`config.mk`:
```
export PLATFORM = sky130hd
export DESIGN_NAME = fp_addsub_seq
export DESIGN_NICKNAME = d
export VERILOG_FILES = /design/src/rtl/fp_pkg.sv /design/src/rtl/fp_lzc.sv /design/src/rtl/fp_addsub_seq.sv
export SDC_FILE = /design/constraint.sdc
export NUM_CORES = 1
export LEC_CHECK = 0
export ABC_AREA = 1
export CAP_MARGIN = 20
export CORE_UTILIZATION = 61
export CTS_CLUSTER_SIZE = 14
export DETAILED_ROUTE_END_ITERATION = 8
export HOLD_SLACK_MARGIN = 0.03
export PLACE_DENSITY_LB_ADDON = 0.12
export SLEW_MARGIN = 10
export SYNTH_ARGS = -nofsm -noshare
export SYNTH_HDL_FRONTEND = slang
export SYNTH_SLANG_ARGS = --single-unit
```
`constraint.sdc`:
```
create_clock -name clk -period 5.2 [get_ports clk]
set_input_delay 0.52 -clock clk [delete_from_list [all_inputs] [get_ports clk]]
set_output_delay 0.52 -clock clk [all_outputs]
set_load 0.005 [all_outputs]
```
`src/rtl/fp_pkg.sv`:
```
// Shared types and width helpers for the sequential floating-point add/sub unit.
package fp_pkg;

  typedef enum logic [2:0] {IDLE, UNPACK, ALIGN, ADD, NORM, ROUND} state_t;
  typedef enum logic [1:0] {ZERO, NORMAL, INF, NAN} fclass_t;

  localparam int DEF_EXP_W = 8;
  localparam int DEF_MAN_W = 23;

  function automatic int fp_w(input int exp_w, input int man_w);
    return 1 + exp_w + man_w;
  endfunction

  function automatic int fp_bias(input int exp_w);
    return (1 << (exp_w - 1)) - 1;
  endfunction

  function automatic int fp_exp_max(input int exp_w);
    return (1 << exp_w) - 1;
  endfunction

  // hidden + fraction + guard + round + sticky
  function automatic int fp_sig_w(input int man_w);
    return man_w + 4;
  endfunction

  // Canonical quiet NaN, right-aligned in a wide vector: sign 0, exp all ones, frac MSB only.
  function automatic logic [127:0] fp_qnan(input int exp_w, input int man_w);
    logic [127:0] q;
    q = '0;
    for (int i = 0; i < exp_w; i++) q[man_w + i] = 1'b1;
    q[man_w - 1] = 1'b1;
    return q;
  endfunction

endpackage

```
`src/rtl/fp_lzc.sv`:
```
// Combinational leading-zero counter; an all-zero input reports N.
module fp_lzc #(
  parameter int N  = 28,
  parameter int CW = $clog2(N + 1)
)(
  input  logic [N-1:0]  x,
  output logic [CW-1:0] cnt
);

  // Highest set bit is visited last, so it wins.
  always_comb begin
    cnt = CW'(N);
    for (int i = 0; i < N; i++)
      if (x[i]) cnt = CW'(N - 1 - i);
  end

endmodule

```
`src/rtl/fp_addsub_seq.sv`:
```
// Multi-cycle FP adder/subtractor: one state per cycle, RNE rounding, FTZ, IEEE specials.
module fp_addsub_seq import fp_pkg::*; #(
  parameter int EXP_W = 8,
  parameter int MAN_W = 23
)(
  input  logic                   clk,
  input  logic                   reset,
  input  logic                   start,
  input  logic                   op,
  input  logic [EXP_W+MAN_W:0]   a,
  input  logic [EXP_W+MAN_W:0]   b,
  output logic [EXP_W+MAN_W:0]   result,
  output logic                   done,
  output logic                   busy,
  output logic                   flag_invalid,
  output logic                   flag_overflow,
  output logic                   flag_inexact
);

  localparam int W       = fp_w(EXP_W, MAN_W);
  localparam int EXP_MAX = fp_exp_max(EXP_W);
  localparam int SIG_W   = fp_sig_w(MAN_W);
  localparam int EW      = EXP_W + 2;
  localparam int LZW     = $clog2(SIG_W + 2);
  localparam logic [W-1:0] QNAN = W'(fp_qnan(EXP_W, MAN_W));

  function automatic fclass_t classify(input logic [EXP_W-1:0] e, input logic [MAN_W-1:0] f);
    if (e == '0)      return ZERO;
    else if (e == '1) return (f != '0) ? NAN : INF;
    else              return NORMAL;
  endfunction

  state_t               state;
  logic [W-1:0]         ra, rb;
  logic                 ua_s, ub_s;
  logic [EXP_W-1:0]     ua_e, ub_e;
  logic [MAN_W:0]       ua_m, ub_m;
  fclass_t              ua_c, ub_c;
  logic                 al_sign, al_sub;
  logic [EXP_W-1:0]     al_exp;
  logic [SIG_W-1:0]     al_big, al_small;
  logic                 sp_val, sp_inv;
  logic [W-1:0]         sp_res;
  logic                 ad_sign;
  logic [EXP_W-1:0]     ad_exp;
  logic [SIG_W:0]       ad_sum;
  logic                 nm_sign, nm_zero, nm_inx;
  logic signed [EW-1:0] nm_exp;
  logic [SIG_W-1:0]     nm_sig;

  // ALIGN: order by magnitude, shift the smaller with sticky collection
  logic                 c_big_s, c_sub, c_sp_val, c_sp_inv;
  logic [EXP_W-1:0]     c_big_e, c_diff;
  logic [MAN_W:0]       c_big_m, c_small_m;
  logic [SIG_W-1:0]     c_ext, c_sh, c_mask, c_small;
  logic [W-1:0]         c_sp_res;

  always_comb begin
    c_sub = ua_s ^ ub_s;
    if ({ua_e, ua_m} >= {ub_e, ub_m}) begin
      c_big_s = ua_s; c_big_e = ua_e; c_big_m = ua_m; c_small_m = ub_m; c_diff = ua_e - ub_e;
    end else begin
      c_big_s = ub_s; c_big_e = ub_e; c_big_m = ub_m; c_small_m = ua_m; c_diff = ub_e - ua_e;
    end
    c_ext  = {c_small_m, 3'b000};
    c_sh   = c_ext >> c_diff;
    c_mask = ~({SIG_W{1'b1}} << c_diff);
    if (int'(c_diff) >= MAN_W + 3) c_small = {{(SIG_W-1){1'b0}}, |c_small_m};
    else                           c_small = {c_sh[SIG_W-1:1], c_sh[0] | (|(c_ext & c_mask))};

    c_sp_val = 1'b1; c_sp_inv = 1'b0; c_sp_res = '0;
    if (ua_c == NAN || ub_c == NAN) begin
      c_sp_inv = 1'b1; c_sp_res = QNAN;
    end else if (ua_c == INF && ub_c == INF) begin
      if (c_sub) begin c_sp_inv = 1'b1; c_sp_res = QNAN; end
      else c_sp_res = {ua_s, {EXP_W{1'b1}}, {MAN_W{1'b0}}};
    end else if (ua_c == INF) c_sp_res = {ua_s, {EXP_W{1'b1}}, {MAN_W{1'b0}}};
    else if (ub_c == INF)     c_sp_res = {ub_s, {EXP_W{1'b1}}, {MAN_W{1'b0}}};
    else if (ua_c == ZERO && ub_c == ZERO) c_sp_res = {ua_s & ub_s, {(W-1){1'b0}}};
    else c_sp_val = 1'b0;
  end

  // NORM: carry right-shift or single-cycle leading-zero left shift
  logic [LZW-1:0]       lz, n_sh;
  logic [SIG_W-1:0]     n_sig;
  logic signed [EW-1:0] n_exp;
  logic                 n_zero, n_ftz;

  fp_lzc #(.N(SIG_W + 1), .CW(LZW)) u_lzc (.x(ad_sum), .cnt(lz));

  always_comb begin
    n_sh = lz - LZW'(1);
    if (ad_sum[SIG_W]) begin
      n_sig = {ad_sum[SIG_W:2], ad_sum[1] | ad_sum[0]};
      n_exp = {2'b00, ad_exp} + EW'(1);
    end else begin
      n_sig = ad_sum[SIG_W-1:0] << n_sh;
      n_exp = {2'b00, ad_exp} - EW'(n_sh);
    end
    n_zero = (ad_sum == '0);
    n_ftz  = !n_zero && (n_exp[EW-1] || n_exp == '0);
  end

  // ROUND: nearest-even on G/R/S, then overflow and special overrides
  logic [MAN_W+1:0]     r_m;
  logic signed [EW-1:0] r_exp;
  logic [W-1:0]         r_res;
  logic                 r_grs, r_inv, r_ovf, r_inx;

  always_comb begin
    r_grs = |nm_sig[2:0];
    r_m   = {1'b0, nm_sig[SIG_W-1:3]}
          + (MAN_W+2)'(nm_sig[2] & (nm_sig[1] | nm_sig[0] | nm_sig[3]));
    r_exp = nm_exp + EW'(r_m[MAN_W+1]);
    r_inv = 1'b0; r_ovf = 1'b0; r_inx = r_grs;
    r_res = {nm_sign, r_exp[EXP_W-1:0], r_m[MAN_W+1] ? r_m[MAN_W:1] : r_m[MAN_W-1:0]};
    if (nm_zero) begin
      r_res = {nm_sign, {(W-1){1'b0}}};
      r_inx = nm_inx;
    end else if (!r_exp[EW-1] && r_exp >= EW'(EXP_MAX)) begin
      r_res = {nm_sign, {EXP_W{1'b1}}, {MAN_W{1'b0}}};
      r_ovf = 1'b1; r_inx = 1'b1;
    end
    if (sp_val) begin
      r_res = sp_res; r_inv = sp_inv; r_ovf = 1'b0; r_inx = 1'b0;
    end
  end

  always_ff @(posedge clk) begin
    if (reset) begin
      state <= IDLE;
      busy <= 1'b0; done <= 1'b0; result <= '0;
      flag_invalid <= 1'b0; flag_overflow <= 1'b0; flag_inexact <= 1'b0;
    end else begin
      done <= 1'b0;
      case (state)
        IDLE: if (start) begin
          ra <= a;
          rb <= {b[W-1] ^ op, b[W-2:0]};
          busy <= 1'b1;
          state <= UNPACK;
        end
        UNPACK: begin
          // exp==0 covers both zero and subnormal: flushed to signed zero
          ua_s <= ra[W-1]; ua_c <= classify(ra[W-2:MAN_W], ra[MAN_W-1:0]);
          ub_s <= rb[W-1]; ub_c <= classify(rb[W-2:MAN_W], rb[MAN_W-1:0]);
          ua_e <= ra[W-2:MAN_W];
          ub_e <= rb[W-2:MAN_W];
          ua_m <= (ra[W-2:MAN_W] == '0) ? '0 : {1'b1, ra[MAN_W-1:0]};
          ub_m <= (rb[W-2:MAN_W] == '0) ? '0 : {1'b1, rb[MAN_W-1:0]};
          state <= ALIGN;
        end
        ALIGN: begin
          al_sign <= c_big_s; al_sub <= c_sub; al_exp <= c_big_e;
          al_big <= {c_big_m, 3'b000}; al_small <= c_small;
          sp_val <= c_sp_val; sp_inv <= c_sp_inv; sp_res <= c_sp_res;
          state <= ADD;
        end
        ADD: begin
          ad_sign <= al_sign; ad_exp <= al_exp;
          ad_sum <= al_sub ? {1'b0, al_big} - {1'b0, al_small}
                           : {1'b0, al_big} + {1'b0, al_small};
          state <= NORM;
        end
        NORM: begin
          // exact cancellation gives +0; underflow keeps its sign
          nm_sign <= n_zero ? 1'b0 : ad_sign;
          nm_zero <= n_zero | n_ftz;
          nm_inx  <= n_ftz;
          nm_exp  <= n_exp;
          nm_sig  <= n_sig;
          state <= ROUND;
        end
        ROUND: begin
          result <= r_res;
          flag_invalid <= r_inv; flag_overflow <= r_ovf; flag_inexact <= r_inx;
          done <= 1'b1; busy <= 1'b0;
          state <= IDLE;
        end
        default: state <= IDLE;
      endcase
    end
  end

endmodule

```
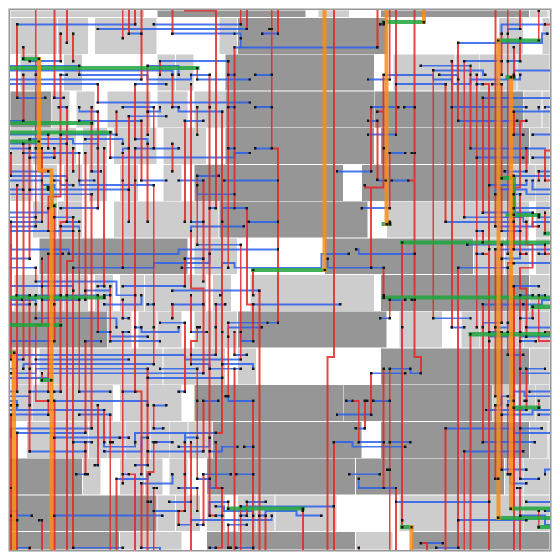
Figure 1: run 1, a small window of the routed layout.
Window x 71 to 111, y 34 to 74 um. Cells in grey, sequential cells in the stronger grey; small squares are vias.
[orange] met4
[green] met3
[red] met2
[blue] met1
cells with their middle in the window: 118
netlist names of flops here include: ad_exp (8), al_exp (8), al_big (3)
sequential cells in the window: 25
most frequent: edfxtp_1 (25), nand2_1 (18), inv_1 (13)

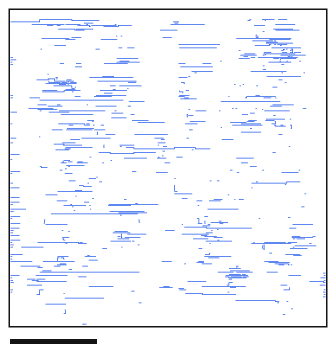
Figure 2: run 1, met3 routing.
Bar = 50 um.
main direction: horizontal
longest straight run: 56.8 um

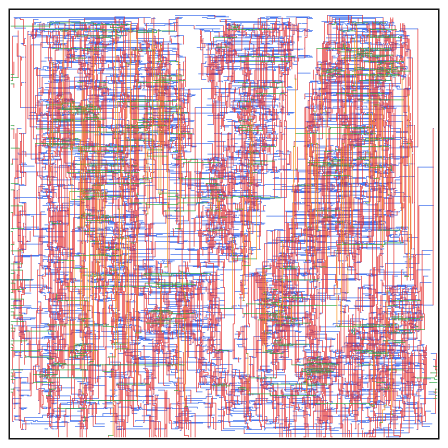
Figure 3: run 1, wiring by layer.
[blue] met1 | wire length: 20.5 mm
[orange] met4 | wire length: 3600 um
[green] met3 | wire length: 3200 um
[red] met2 | wire length: 28.1 mm

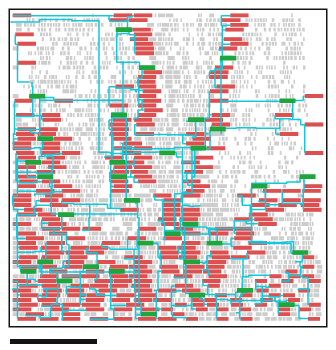
Figure 4: run 1, clock distribution.
Bar = 50 um.
[green] cells driving clock nets | count: 34
[red] flip-flops | count: 316
[cyan] clock wires | length: 3760 um
flops lie: widely spread
routed clock nets: 35

==> datasheet_impl.txt, run 1 <==
Physical design parameters

Parameter                              Value

Status
  Run status    finished clean

Detailed routing
  Via density per instance    6.01
  Routed Antenna Nets    0
  DRC violations left    0
  Wire length per cell    19.3 um
  Total met3 wirelength after detailed routing    3200 um
  Final wirelength    55400 um

Layout
  Most frequent cells in the layout    nand2_1 (523), inv_1 (279), edfxtp_1 (276), nand3_1 (227), nor2_1 (176)
  Synth-to-Final Area Change    12.9%

Final timing
  Worst Max-Slew Pin Slew    0.968 ns
  Setup TNS after final layout    0 ns
  Worst-case clock skew    0.0261 ns
  Max Freq    0.210 GHz
  Final slew viol count    0

GRT
  Total congestion overflow    0
  Total GRT Usage    0.338
  Met3 Use GR    0.0393
  Global routing usage on met2    0.605
  Antenna violations before repair    0
  Maximum number of pins on one net before global-route repair    61

CTS
  Worst-Skew Late Latency    0.53 ns
  Post-CTS setup repair buffer count    0
  Cell at the root of the clock tree    clkbuf_16
  Count of clock tree sinks    316

Worst setup path
  CP max FO    19
  Worst EP required    5.66 ns
  Critical Path Start Type    register
  Last element of the critical path    result[5]
  R2R Path Start    nm_sig[3]

Synth
  Post-Syn Area per Cell    8.27 um^2
  Most frequent cell after synthesis    nand2_1
  Number of synthesized flops with an enable pin    276

Pwr
  Maximum vdd drop    0.297 mV
  Power, Total    6.51 mW

Floorplanning
  Horizontal die size    181 um
  Core area    31600 um^2
  Area of the die    32900 um^2
  Standard-cell row count    65
  Initial cell density of the core    0.621

Placement
  IO buf count    104

Min path
  Start point of the worst min-delay path    al_exp[5]
==> run 1: critical path, cell delays in order (launching register included) <==
cell,delay (ns)
edfxtp_1,0.34
nand2_1,0.06
inv_1,0.08
ha_1,0.18
nand3_1,0.14
nor4_1,0.34
nand4_1,0.13
nor2_1,0.17
nand3_1,0.11
nor2_1,0.13
nand2_1,0.13
nor4_2,0.35
ha_1,0.26
nand3_1,0.12
nor2_1,0.14
inv_1,0.08
nor2_1,0.17
nand2_1,0.10
xor2_1,0.22
nor4_1,0.09
nand4_1,0.07
nand3_1,0.08
nand2_1,0.08
buf_4,0.21
inv_1,0.15
nor4_1,0.46
nand2_1,0.10
a21oi_1,0.17
==> run 1: state kept, by name (all words and copies together), names as in the netlist, 8 cells and up <==
signal	cells
ra	32
rb	32
result	32
ad_sum	28
al_small	27
nm_sig	27
al_big	24
ua_m	24
ub_m	24
nm_exp	10
ad_exp	8
al_exp	8
ua_e	8
ub_e	8
==> run 1: power by group <==
group | switching [mW] | leakage (nW) | internal (mW)
sequential | 0.0586 | 2.84 | 2.88
clock | 1.02 | 0.517 | 1.33
combinational | 0.847 | 5.89 | 0.382
total | 1.92 | 9.25 | 4.59
==> run 1: layout make-up <==
class	count	area, um^2	share of cell area
flip-flops and latches	316	9090	0.411
multi-input cells	1665	9010	0.407
repair buffers	139	1340	0.0606
inverters	294	1110	0.0500
clock buffers	45	892	0.0403
well taps	402	503	0.0227
clock inverters	16	179	0.00809
==> run 1: cells by family after synthesis <==
kind of cell             synth area share
AND-OR/OR-AND                       0.130
XOR/XNOR                           0.0298
adder cells (fa/ha/maj)            0.0673
buffers and inverters              0.0795
flip-flops                          0.464
multiplexers                      0.00357
AND/OR/NAND/NOR                     0.227
Figure 5. Cell placement (run 1).
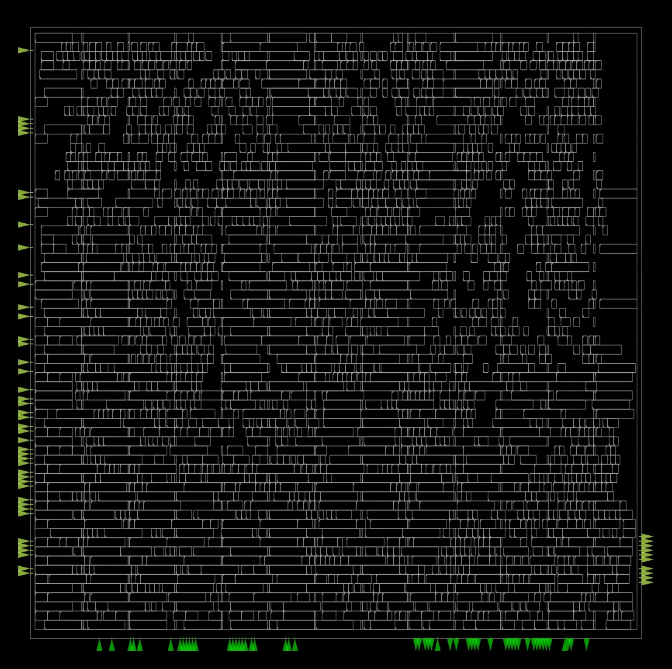

--- run 2 (diff from run 1) ---
--- a/config.mk
+++ b/config.mk
@@ -8,6 +8,7 @@
 export ABC_AREA = 1
 export CAP_MARGIN = 20
 export CORE_UTILIZATION = 61
+export CTS_BUF_LIST = sky130_fd_sc_hd__clkbuf_4 sky130_fd_sc_hd__clkbuf_8 sky130_fd_sc_hd__clkbuf_16
 export CTS_CLUSTER_SIZE = 14
 export DETAILED_ROUTE_END_ITERATION = 8
 export HOLD_SLACK_MARGIN = 0.03
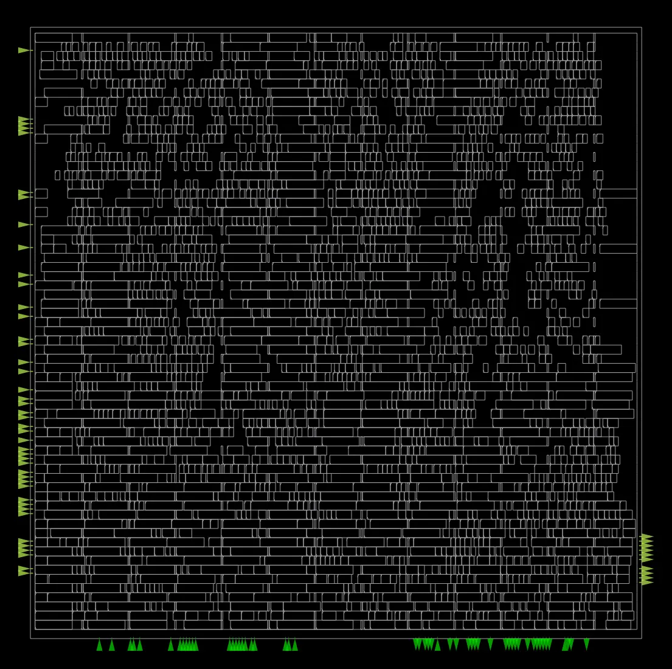
Figure 6: run 2, cell placement.
number of fillers in the final layout: 2399
sequential fraction of total cell area: 0.410
# Taps: 402

==> run 2 against run 1 <==
  * Register-to-register slack improved by 0.04 ns
  * Sequential share of layout area decreased by 0.077 points
  * Cell count unchanged
  * Cell area rose by 0.19%
  * Via count rose by 0.22%
  * Sequential cell count unchanged
  * Critical endpoint is now result[15]
  * Largest power group unchanged
==> datasheet_impl.txt, run 2 <==
Physical design parameters

Parameter                              Value

Worst setup path
  Buffer and inverter count on the worst path    4 (unchanged)
  R2R Path Start    nm_sig[3] (unchanged)
  CP max FO    19 (unchanged)
  Maximum single-stage delay on the critical path    0.44 ns (was 0.46 ns)
  Cell class contributing the biggest share of worst-path delay    simple AND/OR/NAND/NOR gates (unchanged)
  Critical Path Start Type    register (unchanged)

Synth
  Post-Syn Area per Cell    8.27 um^2 (unchanged)
  Most frequent cell after synthesis    nand2_1 (unchanged)
  Number of synthesized flops with an enable pin    276 (unchanged)

Pwr
  Power, Total    6.58 mW (was 6.51 mW)
  Maximum vdd drop    0.418 mV (was 0.297 mV)

Final timing
  Max Freq    0.212 GHz (was 0.210 GHz)
  Final slew viol count    0 (unchanged)
  Worst-case clock skew    0.0253 ns (was 0.0261 ns)
  Setup TNS after final layout    0 ns (unchanged)

Status
  Run status    finished clean (unchanged)

Layout
  Synth-to-Final Area Change    13.1% (was 12.9%)
  Area taken by flip-flops and latches    9090 um^2 (unchanged)
  Comb area share    0.407 (about the same)
  Largest cell class by area    flip-flops and latches (unchanged)
  Flop count    316 (unchanged)
  Number of buffers other than clock buffers in the final layout    139 (unchanged)
  Multi-input gates    1665 (unchanged)
  Largest registers    ra: 32 flops, rb: 32 flops, result: 32 flops (unchanged)
  Most frequent cells in the layout    nand2_1 (523), inv_1 (279), edfxtp_1 (276), nand3_1 (227), nor2_1 (176) (unchanged)

Floorplanning
  Standard-cell row count    65 (unchanged)
  Core area    31600 um^2 (unchanged)
  Horizontal die size    181 um (unchanged)
  Initial cell density of the core    0.621 (unchanged)
  Area of the die    32900 um^2 (unchanged)

CTS
  Cell at the root of the clock tree    clkbuf_16 (unchanged)
  Post-CTS setup repair buffer count    0 (unchanged)
  Worst-Skew Late Latency    0.53 ns (about the same)
  Count of clock tree sinks    316 (unchanged)

Detailed routing
  Via density per instance    6.02 (was 6.01)
  Total met3 wirelength after detailed routing    3460 um (was 3200 um)

Min path
  Start point of the worst min-delay path    al_exp[5] (unchanged)

GRT
  Total GRT Usage    0.339 (was 0.338)
  Antenna violations before repair    0 (unchanged)
  Global routing usage on met2    0.605 (about the same)
  Maximum number of pins on one net before global-route repair    61 (unchanged)
  Met3 Use GR    0.0401 (was 0.0393)
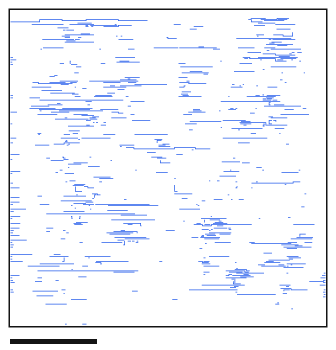
Figure 7: run 2, met3 routing.
Bar = 50 um.
longest straight run: 57.5 um
wire length on this layer: 3460 um
main direction: horizontal
nets with wire on the layer: 375
share of all routed wire: 6.2%

==> run 2: per-stage QoR <==
| stage | setup slack [ns] | area, um^2 | util | instances | hold WS (ns) |
|---|---|---|---|---|---|
| floorplan | 0.773 | 19600 | - | 2370 | 0.400 |
| global placement | 0.606 | 21000 | 0.665 | 2814 | 0.403 |
| detailed placement | 0.273 | 21000 | 0.665 | 2814 | 0.405 |
| CTS | 0.228 | 22100 | 0.701 | 2875 | 0.402 |
| global route | -0.0231 | 22200 | 0.702 | 2877 | 0.403 |
| finish | 0.477 | 22200 | 0.702 | 2877 | 0.401 |
==> run 2: cells by family (layout without fill, tap and decap cells) <==
| family | count (synthesis) | in the layout | synth area share |
|---|---|---|---|
| buffers and inverters | 389 | 494 | 0.0795 |
| AND-OR/OR-AND | 465 | 465 | 0.130 |
| XOR/XNOR | 62 | 62 | 0.0298 |
| adder cells (fa/ha/maj) | 103 | 103 | 0.0673 |
| multiplexers | 7 | 7 | 0.00357 |
| AND/OR/NAND/NOR | 1028 | 1028 | 0.227 |
| flip-flops | 316 | 316 | 0.464 |
==> run 2: worst max-delay path by stage <==
| stage | startpoint | endpoint | slack [ns] | cells past startpoint |
|---|---|---|---|---|
| 3_5_place_dp | nm_sig[3] | result[16] | 0.27 | 27 |
| 2_1_floorplan | ad_sum[1] | nm_zero | 0.77 | 45 |
| 4_1_cts | nm_sig[3] | result[16] | 0.23 | 27 |
| 6_report | nm_sig[3] | result[15] | 0.48 | 27 |
| 3_3_place_gp | nm_sig[3] | result[16] | 0.61 | 27 |
| 5_1_grt | nm_sig[2] | result[16] | -0.02 | 27 |
==> run 2: power by group <==
| part | switching (mW) | internal (mW) |
|---|---|---|
| Clock | 1.02 | 1.39 |
| Combinational | 0.850 | 0.382 |
| Sequential | 0.0582 | 2.88 |
| Total | 1.93 | 4.65 |
Power figures rest on the tool's default switching activity, not on a simulated workload.
